$ cat src/rtl/serial_transmitter.sv
// -----------------------------------------------------------------------------
// serial_transmitter
//
// Sends one byte per accepted request as a framed serial bit stream on tx:
// start bit (0), eight data bits LSB first, one parity bit, then STOP_BITS
// idle-high stop bits. The parallel side uses a valid/ready handshake and
// accepts one byte per frame.
//
// Parameters
//   CLKS_PER_BIT  clk cycles each serial bit is held on tx (>= 1)
//   STOP_BITS     number of stop bits (1 or 2)
//   PARITY_ODD    0: even parity, 1: odd parity
//
// Ports
//   clk      in   rising-edge system clock
//   rst_n    in   asynchronous active-low reset; aborts any frame in flight
//   data_in  in   byte to send, sampled only on the accepting edge
//   valid    in   request to send data_in
//   ready    out  high in IDLE, when a new byte can be accepted
//   tx       out  registered serial line, idles high
//   busy     out  high while a frame is in progress (inverse of ready)
//   done     out  one-cycle pulse in the final clk of the final stop bit
// -----------------------------------------------------------------------------
module serial_transmitter #(
   parameter int CLKS_PER_BIT = 1,
   parameter int STOP_BITS    = 1,
   parameter bit PARITY_ODD   = 1'b0
) (
   input  logic       clk,
   input  logic       rst_n,
   input  logic [7:0] data_in,
   input  logic       valid,
   output logic       ready,
   output logic       tx,
   output logic       busy,
   output logic       done
);

   localparam int                BAUD_W    = (CLKS_PER_BIT > 1) ? $clog2(CLKS_PER_BIT) : 1;
   localparam logic [BAUD_W-1:0] BAUD_LAST = BAUD_W'(CLKS_PER_BIT - 1);
   localparam logic              STOP_LAST = (STOP_BITS == 2);

   typedef enum logic [2:0] {
      S_IDLE,
      S_START,
      S_DATA,
      S_PARITY,
      S_STOP
   } state_t;

   state_t            r_state,    w_state_next;
   logic [7:0]        r_shift,    w_shift_next;
   logic [2:0]        r_bit_idx,  w_bit_idx_next;
   logic [BAUD_W-1:0] r_baud,     w_baud_next;
   logic              r_stop_cnt, w_stop_cnt_next;
   logic              r_parity,   w_parity_next;
   logic              r_tx,       w_tx_next;
   logic              w_bit_end;
   logic              w_done;

   assign w_bit_end = (r_baud == BAUD_LAST);

   // NOTE: sequential state uses non-blocking assignments so every register
   // samples the pre-edge values, independent of statement order.
   always_ff @(posedge clk or negedge rst_n) begin
      if (!rst_n) begin
         r_state    <= S_IDLE;
         r_shift    <= '0;
         r_bit_idx  <= '0;
         r_baud     <= '0;
         r_stop_cnt <= 1'b0;
         r_parity   <= 1'b0;
         r_tx       <= 1'b1;
      end else begin
         r_state    <= w_state_next;
         r_shift    <= w_shift_next;
         r_bit_idx  <= w_bit_idx_next;
         r_baud     <= w_baud_next;
         r_stop_cnt <= w_stop_cnt_next;
         r_parity   <= w_parity_next;
         r_tx       <= w_tx_next;
      end
   end

   // tx is loaded with the value of the bit being entered, on the same edge as
   // the state change, so the line is a clean register output at every
   // boundary.
   always_comb begin
      // NOTE: every comb output is defaulted first so no path can infer a latch.
      w_state_next    = r_state;
      w_shift_next    = r_shift;
      w_bit_idx_next  = r_bit_idx;
      w_baud_next     = r_baud;
      w_stop_cnt_next = r_stop_cnt;
      w_parity_next   = r_parity;
      w_tx_next       = r_tx;
      w_done          = 1'b0;

      if (r_state == S_IDLE) begin
         w_tx_next = 1'b1;
         if (valid) begin
            w_state_next  = S_START;
            w_shift_next  = data_in;
            w_parity_next = (^data_in) ^ PARITY_ODD;
            w_baud_next   = '0;
            w_tx_next     = 1'b0;
         end
      end else begin
         w_baud_next = w_bit_end ? '0 : r_baud + 1'b1;
         if (w_bit_end) begin
            case (r_state)
               S_START: begin
                  w_state_next   = S_DATA;
                  w_bit_idx_next = 3'd0;
                  w_tx_next      = r_shift[0];
               end
               S_DATA: begin
                  // Index wraps 7 -> 0 on exit, leaving it ready for the next frame.
                  w_shift_next   = r_shift >> 1;
                  w_bit_idx_next = r_bit_idx + 3'd1;
                  if (r_bit_idx == 3'd7) begin
                     w_state_next = S_PARITY;
                     w_tx_next    = r_parity;
                  end else begin
                     w_tx_next    = r_shift[1];
                  end
               end
               S_PARITY: begin
                  w_state_next    = S_STOP;
                  w_stop_cnt_next = 1'b0;
                  w_tx_next       = 1'b1;
               end
               S_STOP: begin
                  w_tx_next = 1'b1;
                  if (r_stop_cnt == STOP_LAST) begin
                     w_state_next = S_IDLE;
                     w_done       = 1'b1;
                  end else begin
                     w_stop_cnt_next = r_stop_cnt + 1'b1;
                  end
               end
               default: begin
                  w_state_next = S_IDLE;
                  w_tx_next    = 1'b1;
               end
            endcase
         end
      end
   end

   assign tx    = r_tx;
   assign ready = (r_state == S_IDLE);
   assign busy  = ~ready;
   // Decoded from registers so it coincides with the last stop-bit clk.
   assign done  = w_done;

endmodule

$ cat config.mk
export PLATFORM = sky130hd
export DESIGN_NAME = serial_transmitter
export DESIGN_NICKNAME = d
export VERILOG_FILES = /design/src/rtl/serial_transmitter.sv
export SDC_FILE = /design/constraint.sdc
export NUM_CORES = 1
export LEC_CHECK = 0
export ABC_AREA = 0
export CORE_ASPECT_RATIO = 0.9
export CORE_MARGIN = 5
export CORE_UTILIZATION = 39
export DETAILED_ROUTE_END_ITERATION = 8
export SYNTH_ARGS = -nofsm -noshare
export SYNTH_HDL_FRONTEND = slang
export SYNTH_SLANG_ARGS = --single-unit
export TNS_END_PERCENT = 10
$ cat constraint.sdc
create_clock -name clk -period 2.15 [get_ports clk]
set_clock_uncertainty 0.05 [all_clocks]
set_input_delay 0.215 -clock clk [delete_from_list [all_inputs] [get_ports clk]]
set_output_delay 0.215 -clock clk [all_outputs]
set_load 0.01 [all_outputs]
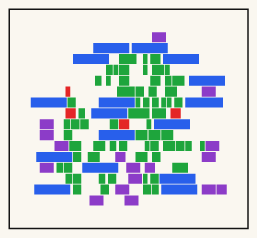
Fig. 1. Placement by cell class (run 1).
(4 px per µm)
| class | colour | cells |
|---|---|---|
| all other logic | green | 65 |
| flops | blue | 16 |
| other buffers and delay cells | purple | 17 |
| clock drivers and dummy loads | red | 4 |
flop share of the area: 38.4%
post-route cell area: 1050 µm²
Row Count: 16
core region area: 2140 µm²
Core Util, Final: 48.9%

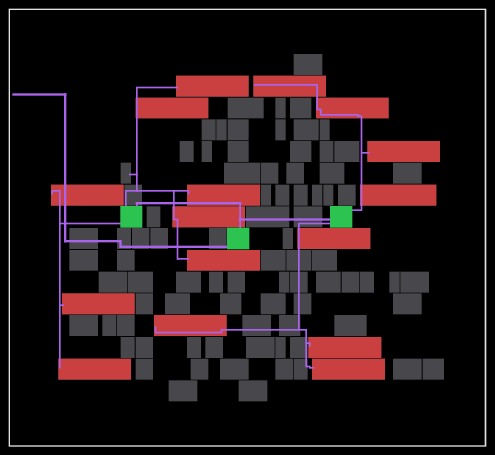
Fig. 2. Clock wires, drivers and flops (run 1).
(8 px per µm)
[clock wires] purple | length: 230 µm
[cells driving clock nets] green | count: 3
[flip-flops] red | count: 16
routed clock nets: 4
Clock net power: 0.168 mW
Clk network pwr share: 11.6%
Clock Latency Late Sink: 290 ps

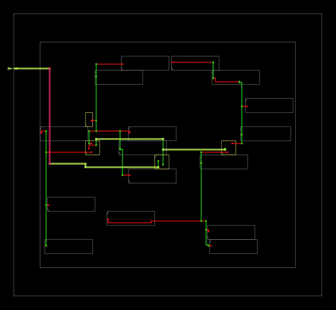
Fig. 3. The clock network (run 1).
CTS Buf Count: 3
CTS sink cnt: 16
clock buf count: 4
flop count: 16

==> run notes, run 1 <==
run metrics: DRC violations left=0, Syn. warnings=0, P_int=0.862 mW, Worst R2R Setup Slack=440 ps, GRT Total Usage=13.0%, Mapped Area=855 µm², Commonest Layout Cell=dfrtp_1, register cell area after layout=~400 µm², Pleak=0.417 nW, Layout non-clock buf frac=15.5%, layout filler cell count=214, Initial Util=between 30% and 40%, vias in the first global route=672, combinational logic power=0.672 mW, clk slew on worst S/H paths=90 ps, Post-Synth XOR/XNOR Area=a little over 8%, hold buffers post-CTS=0, worst hold path class=in -> async, GR Util met3=5.19%, Avg Synthesized Cell Area=10.1 µm², Psw=about 0.58 mW, status=finished clean, max-capacitance violation count=0, CTS tree=yes, biggest regs=r_shift (8), r_bit_idx (3), r_state (3), Multiplexer share=2.93%, CP Launch Type=flip-flop, GR Overflow Total=0, GRT Max-Usage Layer=met2, 1st-pass router iterations=4, share of layout cells above drive strength 1=10.8%, initial antenna violation count=0, placed wire-length estimate=approximately 1300 µm, metal2 WL=819 µm, Synth area leader=dfrtp_1, part of the power in registers=between 40% and 50%, IO Pins=15, critical path depth in cells=3, multi-input combinational area share=roughly two fifths, RSZ-0062 raised after global routing=no, chip footprint=3230 µm², Final WS setup=between 100 and 150 ps, routed via count=683, Logic inverters=2
==> run 2: changes to the inputs <==
- DONT_BUFFER_PORTS: default -> 1
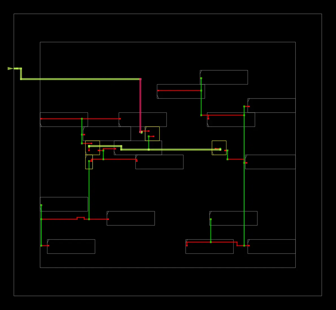
Fig. 4. The clock network (run 2).
Clock net power: 0.166 mW
Clock Latency Late Sink: 280 ps

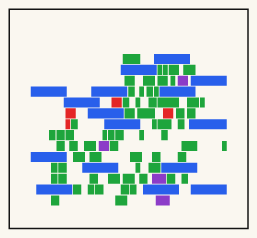
Fig. 5. Placement by cell class (run 2).
(4 px per µm)
| class | colour | cells |
|---|---|---|
| all other logic | green | 65 |
| flops | blue | 16 |
| other buffers and delay cells | purple | 4 |
| clock drivers and dummy loads | red | 4 |

==> run 2 against run 1 <==
Net effect:
- utilization down 6.0 points
- clock power about the same
- first-iteration DRC count down 8.3%
- via count down 3.5%
- highest routed layer unchanged
==> run notes, run 2 <==
run metrics: status=finished clean, CP Launch Type=flip-flop, Psw=roughly 0.57 mW, placed wire-length estimate=1290 µm, CTS tree=yes, flop count=16, initial antenna violation count=0, Mapped Area=855 µm², worst hold path class=in -> reg, RSZ-0062 raised after global routing=no, Avg Synthesized Cell Area=10.1 µm², part of the power in registers=42.3%, GR Util met3=5.42%, metal2 WL=roughly 800 µm, flop share of the area=43.7%, biggest regs=r_shift (8), r_bit_idx (3), r_state (3), Worst R2R Setup Slack=470 ps, IO Pins=15, CTS Buf Count=3, layout filler cell count=214, chip footprint=3230 µm², Clk network pwr share=between 10% and 20%, Core Util, Final=42.9%, Row Count=16, routed via count=659, clock buf count=4, GRT Max-Usage Layer=met2, DRC violations left=0, Synth area leader=dfrtp_1, core region area=2140 µm², post-route cell area=just over 900 µm², hold buffers post-CTS=2, vias in the first global route=651, clk slew on worst S/H paths=~90 ps, Pleak=0.366 nW, register cell area after layout=roughly 400 µm², Commonest Layout Cell=dfrtp_1, P_int=0.799 mW, Final WS setup=467 ps
No activity file was given, so power comes from the tool's default toggle rates.
